[src/rtl/vm_multi_pkg.sv]
`default_nettype none
// ============================================================================
// Module   : vm_multi_pkg
// Brief    : Shared types, coin values and coin decode for vm_multi_ctrl
// Revision : 1.0
// ============================================================================
package vm_multi_pkg;

    typedef enum logic [2:0] {
        ST_IDLE    = 3'd0,
        ST_CHECK   = 3'd1,
        ST_COLLECT = 3'd2,
        ST_VEND    = 3'd3,
        ST_CHANGE  = 3'd4,
        ST_RESTOCK = 3'd5
    } state_t;

    typedef enum logic [1:0] {
        STAT_NONE         = 2'b00,
        STAT_AVAILABLE    = 2'b01,
        STAT_OUT_OF_STOCK = 2'b10,
        STAT_ERROR        = 2'b11
    } status_t;

    typedef enum logic [1:0] {
        COIN_NONE    = 2'b00,
        COIN_NICKEL  = 2'b01,
        COIN_DIME    = 2'b10,
        COIN_QUARTER = 2'b11
    } coin_t;

    localparam logic [4:0] c_nickel_val  = 5'd5;
    localparam logic [4:0] c_dime_val    = 5'd10;
    localparam logic [4:0] c_quarter_val = 5'd25;

    function automatic logic [4:0] coin_value(input coin_t c);
        case (c)
            COIN_NICKEL:  coin_value = c_nickel_val;
            COIN_DIME:    coin_value = c_dime_val;
            COIN_QUARTER: coin_value = c_quarter_val;
            default:      coin_value = 5'd0;
        endcase
    endfunction

endpackage
`default_nettype wire

[src/rtl/vm_watchdog.sv]
`default_nettype none
// ============================================================================
// Module   : vm_watchdog
// Brief    : Inactivity down-counter; expired_o rises TIMEOUT cycles after load
// Revision : 1.0
// ============================================================================
module vm_watchdog #(
    parameter int TIMEOUT = 512
) (
    input  logic clk,
    input  logic hrst,
    input  logic load_i,
    input  logic en_i,
    output logic expired_o
);
    localparam int CW = $clog2(TIMEOUT + 1);

    logic [CW-1:0] cnt_q;

    always_ff @(posedge clk or posedge hrst) begin
        if (hrst) begin
            cnt_q <= '0;
        end else if (load_i) begin
            cnt_q <= CW'(TIMEOUT - 1);
        end else if (en_i && (cnt_q != '0)) begin
            cnt_q <= cnt_q - 1'b1;
        end
    end

    assign expired_o = en_i && (cnt_q == '0);

endmodule
`default_nettype wire

[src/rtl/vm_multi_ctrl.sv]
`default_nettype none
// ============================================================================
// Module   : vm_multi_ctrl
// Brief    : Multi-item vending controller with credit, refund and restocking
// Revision : 1.0
// ============================================================================
module vm_multi_ctrl
    import vm_multi_pkg::*;
#(
    parameter int NUM_ITEMS = 8,
    parameter int CNT_W     = 4,
    parameter int MAX_STOCK = 15,
    parameter int COST_W    = 8,
    parameter int BAL_W     = 16,
    parameter int TIMEOUT   = 512,
    localparam int IW       = (NUM_ITEMS > 1) ? $clog2(NUM_ITEMS) : 1
) (
    input  logic              clk,
    input  logic              hrst,
    input  logic              srst,
    input  logic [1:0]        coins,
    input  logic              sel_valid,
    input  logic [IW-1:0]     sel_item,
    input  logic              select,
    input  logic              cancel,
    input  logic              sup_valid,
    input  logic [IW-1:0]     sup_item,
    input  logic [CNT_W-1:0]  sup_count,
    input  logic [COST_W-1:0] sup_cost,
    output logic [IW-1:0]     product,
    output logic              product_valid,
    output logic [1:0]        status,
    output logic [COST_W-1:0] info,
    output logic [BAL_W-1:0]  balance,
    output logic              change_valid
);
    localparam logic [2:0] S_IDLE    = ST_IDLE;
    localparam logic [2:0] S_CHECK   = ST_CHECK;
    localparam logic [2:0] S_COLLECT = ST_COLLECT;
    localparam logic [2:0] S_VEND    = ST_VEND;
    localparam logic [2:0] S_CHANGE  = ST_CHANGE;
    localparam logic [2:0] S_RESTOCK = ST_RESTOCK;

    logic [2:0]        state_q, state_d;
    logic [IW-1:0]     item_q, item_d;
    logic [BAL_W-1:0]  credit_q, credit_d;
    logic [CNT_W-1:0]  stock_q [NUM_ITEMS];
    logic [COST_W-1:0] price_q [NUM_ITEMS];

    logic [IW-1:0]     product_q, product_d;
    logic              product_valid_q, product_valid_d;
    logic [1:0]        status_q, status_d;
    logic [COST_W-1:0] info_q, info_d;
    logic [BAL_W-1:0]  balance_q, balance_d;
    logic              change_valid_q, change_valid_d;

    logic              wd_load, wd_en, wd_expired;

    logic [4:0]        coin_val;
    logic [BAL_W:0]    credit_sum;
    logic [BAL_W-1:0]  credit_plus;
    logic [COST_W-1:0] cur_price;
    logic [CNT_W-1:0]  cur_stock;
    logic [BAL_W-1:0]  price_ext;
    logic [COST_W-1:0] due_plus;
    logic              sel_ok, sup_ok;
    logic [CNT_W:0]    rs_sum;
    logic              rs_ovf, rs_wr;

    assign coin_val    = coin_value(coin_t'(coins));
    assign credit_sum  = {1'b0, credit_q} + (BAL_W + 1)'(coin_val);
    assign credit_plus = credit_sum[BAL_W] ? '1 : credit_sum[BAL_W-1:0];
    assign cur_price   = price_q[item_q];
    assign cur_stock   = stock_q[item_q];
    assign price_ext   = BAL_W'(cur_price);
    // Credit below price always fits in COST_W bits, so the narrow subtract is exact
    assign due_plus    = (credit_plus >= price_ext) ? '0 : cur_price - credit_plus[COST_W-1:0];

    assign sel_ok = (32'(sel_item) < 32'(NUM_ITEMS));
    assign sup_ok = (32'(sup_item) < 32'(NUM_ITEMS));
    assign rs_sum = {1'b0, stock_q[sup_item]} + {1'b0, sup_count};
    assign rs_ovf = rs_sum > (CNT_W + 1)'(MAX_STOCK);
    assign rs_wr  = (state_q == S_RESTOCK) && sup_valid && !srst && sup_ok;

    vm_watchdog #(
        .TIMEOUT (TIMEOUT)
    ) u_watchdog (
        .clk       (clk),
        .hrst      (hrst),
        .load_i    (wd_load),
        .en_i      (wd_en),
        .expired_o (wd_expired)
    );

    always_comb begin
        state_d         = state_q;
        item_d          = item_q;
        credit_d        = credit_q;
        product_d       = '0;
        product_valid_d = 1'b0;
        status_d        = STAT_NONE;
        info_d          = '0;
        balance_d       = '0;
        change_valid_d  = 1'b0;
        wd_load         = 1'b0;
        wd_en           = 1'b0;

        case (state_q)
            S_IDLE: begin
                if (srst) begin
                    state_d = S_IDLE;
                end else if (sup_valid) begin
                    state_d = S_RESTOCK;
                end else if (sel_valid && sel_ok) begin
                    item_d  = sel_item;
                    state_d = S_CHECK;
                end
            end
            S_CHECK: begin
                if (srst) begin
                    state_d = S_IDLE;
                end else if ((cur_stock != '0) && (cur_price != '0)) begin
                    status_d = STAT_AVAILABLE;
                    info_d   = cur_price;
                    wd_load  = 1'b1;
                    state_d  = S_COLLECT;
                end else begin
                    status_d = STAT_OUT_OF_STOCK;
                    state_d  = S_IDLE;
                end
            end
            S_COLLECT: begin
                wd_en = 1'b1;
                // Aborts drop any coin presented in the same cycle
                if (srst || cancel || wd_expired) begin
                    state_d = S_CHANGE;
                end else begin
                    credit_d = credit_plus;
                    wd_load  = (coin_val != '0);
                    if (select && (credit_plus >= price_ext)) begin
                        state_d = S_VEND;
                    end else begin
                        status_d = STAT_AVAILABLE;
                        info_d   = due_plus;
                    end
                end
            end
            S_VEND: begin
                product_d       = item_q;
                product_valid_d = 1'b1;
                credit_d        = credit_q - price_ext;
                state_d         = S_CHANGE;
            end
            S_CHANGE: begin
                balance_d      = credit_q;
                change_valid_d = 1'b1;
                credit_d       = '0;
                state_d        = S_IDLE;
            end
            S_RESTOCK: begin
                if (srst || !sup_valid) begin
                    state_d = S_IDLE;
                end else if (sup_ok && rs_ovf) begin
                    status_d = STAT_ERROR;
                end
            end
            default: begin
                state_d  = S_IDLE;
                credit_d = '0;
            end
        endcase
    end

    always_ff @(posedge clk or posedge hrst) begin
        if (hrst) begin
            state_q         <= S_IDLE;
            item_q          <= '0;
            credit_q        <= '0;
            product_q       <= '0;
            product_valid_q <= 1'b0;
            status_q        <= STAT_NONE;
            info_q          <= '0;
            balance_q       <= '0;
            change_valid_q  <= 1'b0;
        end else begin
            state_q         <= state_d;
            item_q          <= item_d;
            credit_q        <= credit_d;
            product_q       <= product_d;
            product_valid_q <= product_valid_d;
            status_q        <= status_d;
            info_q          <= info_d;
            balance_q       <= balance_d;
            change_valid_q  <= change_valid_d;
        end
    end

    always_ff @(posedge clk or posedge hrst) begin
        if (hrst) begin
            for (int i = 0; i < NUM_ITEMS; i++) begin
                stock_q[i] <= '0;
                price_q[i] <= '0;
            end
        end else begin
            if (state_q == S_VEND) begin
                stock_q[item_q] <= cur_stock - 1'b1;
            end
            if (rs_wr) begin
                if (!rs_ovf) begin
                    stock_q[sup_item] <= rs_sum[CNT_W-1:0];
                end
                if (sup_cost != '0) begin
                    price_q[sup_item] <= sup_cost;
                end
            end
        end
    end

    assign product       = product_q;
    assign product_valid = product_valid_q;
    assign status        = status_q;
    assign info          = info_q;
    assign balance       = balance_q;
    assign change_valid  = change_valid_q;

endmodule
`default_nettype wire

[config.mk]
export PLATFORM = sky130hd
export DESIGN_NAME = vm_multi_ctrl
export DESIGN_NICKNAME = d
export VERILOG_FILES = /design/src/rtl/vm_multi_pkg.sv /design/src/rtl/vm_watchdog.sv /design/src/rtl/vm_multi_ctrl.sv
export SDC_FILE = /design/constraint.sdc
export NUM_CORES = 1
export LEC_CHECK = 0
export ABC_AREA = 0
export CAP_MARGIN = 10
export CORE_ASPECT_RATIO = 2
export CORE_MARGIN = 1
export CORE_UTILIZATION = 35
export DETAILED_ROUTE_END_ITERATION = 8
export HOLD_SLACK_MARGIN = 0.12
export PLACE_DENSITY = 0.52
export SYNTH_ARGS = -nofsm -noshare
export SYNTH_HDL_FRONTEND = slang
export SYNTH_SLANG_ARGS = --single-unit
[constraint.sdc]
create_clock -name clk -period 5.45 [get_ports clk]
set_input_delay 1.3625 -clock clk [delete_from_list [all_inputs] [get_ports clk]]
set_output_delay 1.3625 -clock clk [all_outputs]
set_load 0.005 [all_outputs]
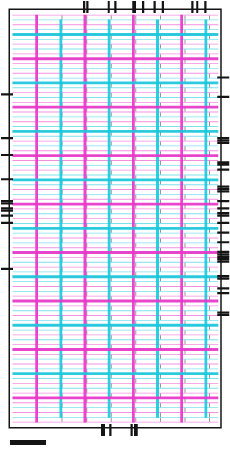
(power grid)
The bar under the picture is 20 um long. Pins as bars on the die edge. Tap cells in grey.
Magenta shows VSS. Cyan shows VDD.
16 straps on met5. 8 straps on met4. 344 tap cells. The core has 84 rows.
die span in x: 118.0 um
Die H: 234.1 um
maximum VDD drop: 215.0 uV
core box area: 0.02638 mm^2

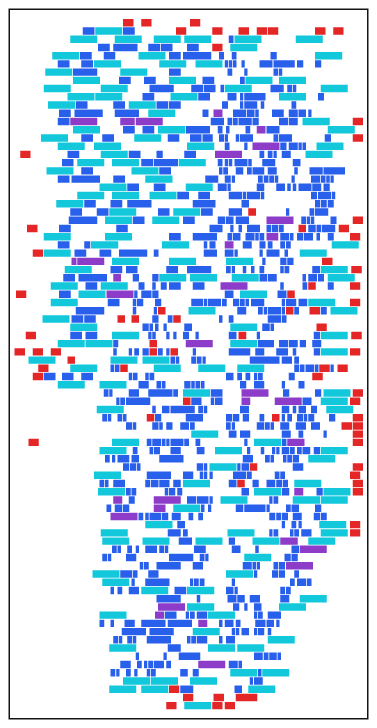
(cell classes on the final placement)
Cyan shows flip-flops, cells 159, share of their area 38%. Blue shows all other logic, cells 683, share of their area 50%. Purple shows clock drivers and dummy loads, cells 32, share of their area 5.5%. Red shows other buffers and delay cells, cells 78, share of their area 7.0%.
flop share of the area: 0.3623
post-route design area: 0.01098 mm^2
row count: 84
Core Util, Final: 0.4163

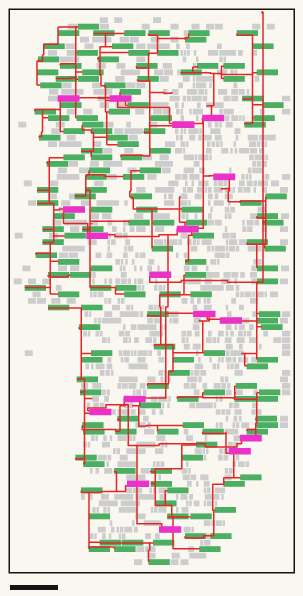
(clock network drawn from the DEF)
The bar under the picture is 20 um long.
Magenta shows cells driving clock nets, count 17. Red shows clock wires, length 2,290 um. Green shows flip-flops, count 159.
There are 18 routed clock nets. Position of the flops: widely spread.

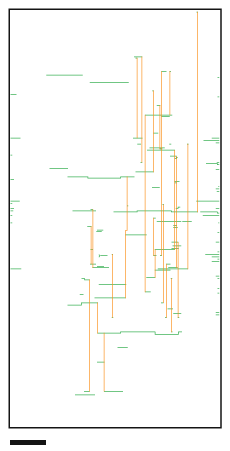
(signal wires by layer)
The bar under the picture is 20 um long. Only two layers are drawn.
Orange shows met4, wire length 1,170 um. Green shows met3, wire length 642 um.
Post-Route WL: 25,780 um
via count: 7,021
GRT Total Usage: 0.1994
WL/cell: 19.89 um

==> results.py <==
# Flow results
metrics = {
    "yosys": {
        "yosys-top-cells-count": "dfrtp_1 (159), mux2_2 (84), nand2_1 (83), nor2_1 (64), a21oi_1 (49)",
        "synth_area_mm2": 0.009424,
        "synthCells": 883,
        "synthMostInstantiatedCell": "dfrtp_1",
        "synth_top_cell_by_area": "dfrtp_1",
        "ys_ff": 159,
        "yosysChipArea_mm2": 0.009424,
        "async_flop_share": 1.000,
        "synth.distinct_cells": 73,
        "synthFlopType": "dfrtp_1",
        "synth_nets": 948,
        "syn_area_per_cell_um2": 10.67,
    },
    "setup_path": {
        "r2r_cells": 12,
        "critPathMaxStageDelay_ns": 0.54,
        "r2r_start": "item_q[2]",
        "path_delay_family": "simple AND/OR/NAND/NOR gates",
        "timing_worst_setup_path_type": "in2reg",
        "worstPathBufferInverterCount": 2,
        "crit_required_ns": 5.82,
        "slowest_stage": "clkdlybuf4s50_1",
        "r2r_slack_ns": 1.03,
        "worst_r2r_endpoint": "credit_q[12]",
    },
    "finish": {
        "flop_area_mm2": 0.003979,
        "diodes": 0,
        "combGateArea_mm2": 0.005135,
        "reg_top3": "price_q (64), stock_q (32)",
        "layout_top_cell": "dfrtp_1",
        "regMostFlops": "price_q",
        "stdcell_count": 1296,
        "num-fill-cells": 2507,
        "syn2layout_area_growth_pct": 16.53,
        "largest_reg_flops": 64,
    },
    "clock_network": {
        "holdBufCountCts": 0,
        "cts-buffers-inserted": 17,
        "cts_max_path_buffers": 2,
        "h-tree-depth": 4,
        "clock_sinks": 159,
        "clk_pin_slew_ns": 0.07,
    },
    "timing": {
        "worst_pin_slew_ns": 1.075,
        "max_freq_ghz": 0.1993,
        "setup_viol": 0,
        "layout_setup_ws_ns": 0.4334,
        "whs_ns": 0.5002,
        "hold_violations": 0,
        "setup_tns_ns": 0,
        "rsz0062_at_grt": "no",
        "skew_ns": 0.01368,
    },
    "routing": {
        "dr.pass1.iters": 5,
        "first_iter_violations": 381,
        "viasPerCell": 5.417,
        "ant_nets": 0,
    },
    "outcome": {
        "status": "finished clean",
    },
    "global_route": {
        "grt_pass1_vias": 7329,
        "grt_pass1_wl_um": 41150,
        "grt_antenna_before_repair": 0,
    },
    "power_and_ir_drop": {
        "power_w": 0.004707,
        "powerClk_w": 0.00118,
        "sequentialPower_w": 0.00158,
        "powerDensity_mw_per_mm2": 428.6,
        "seqPwrFrac": 0.336,
        "p_switching_w": 0.001891,
        "intPower_w": 0.002816,
    },
    "hold_path": {
        "hold_path_class": "reg2reg",
        "worstHoldStart": "price_q[22]",
    },
    "place": {
        "pre_cts_ws_ns": 0.01778,
        "place_inst": 1264,
    },
    "flow_run": {
        "tool_warnings": 35,
    },
    "floorplan": {
        "core_util_floorplan": 0.3572,
    },
}
-- cells by family after synthesis --
group / share of synthesized area
xor+xnor: 0.02682
simple gates: 0.1516
buf+inv: 0.03293
fa+ha+maj: 0.05364
compound gates: 0.1167
mux: 0.1961
flops: 0.4222
-- layer usage --
metal	GRT usage	vias up	part of all wire
met5	0	-	0
li1	-	3316	-
met1	0.2055	3488	0.37
met2	0.3772	160	0.56
met4	0.1110	0	0.045
met3	0.03526	57	0.025
-- layout make-up --
class,count,area share
multi-input combinational,652,0.4676
sequential,159,0.3623
timing repair buffer,78,0.06745
clock buffer,18,0.03999
tap,344,0.03919
clock inverter,14,0.01253
inverter,31,0.01094
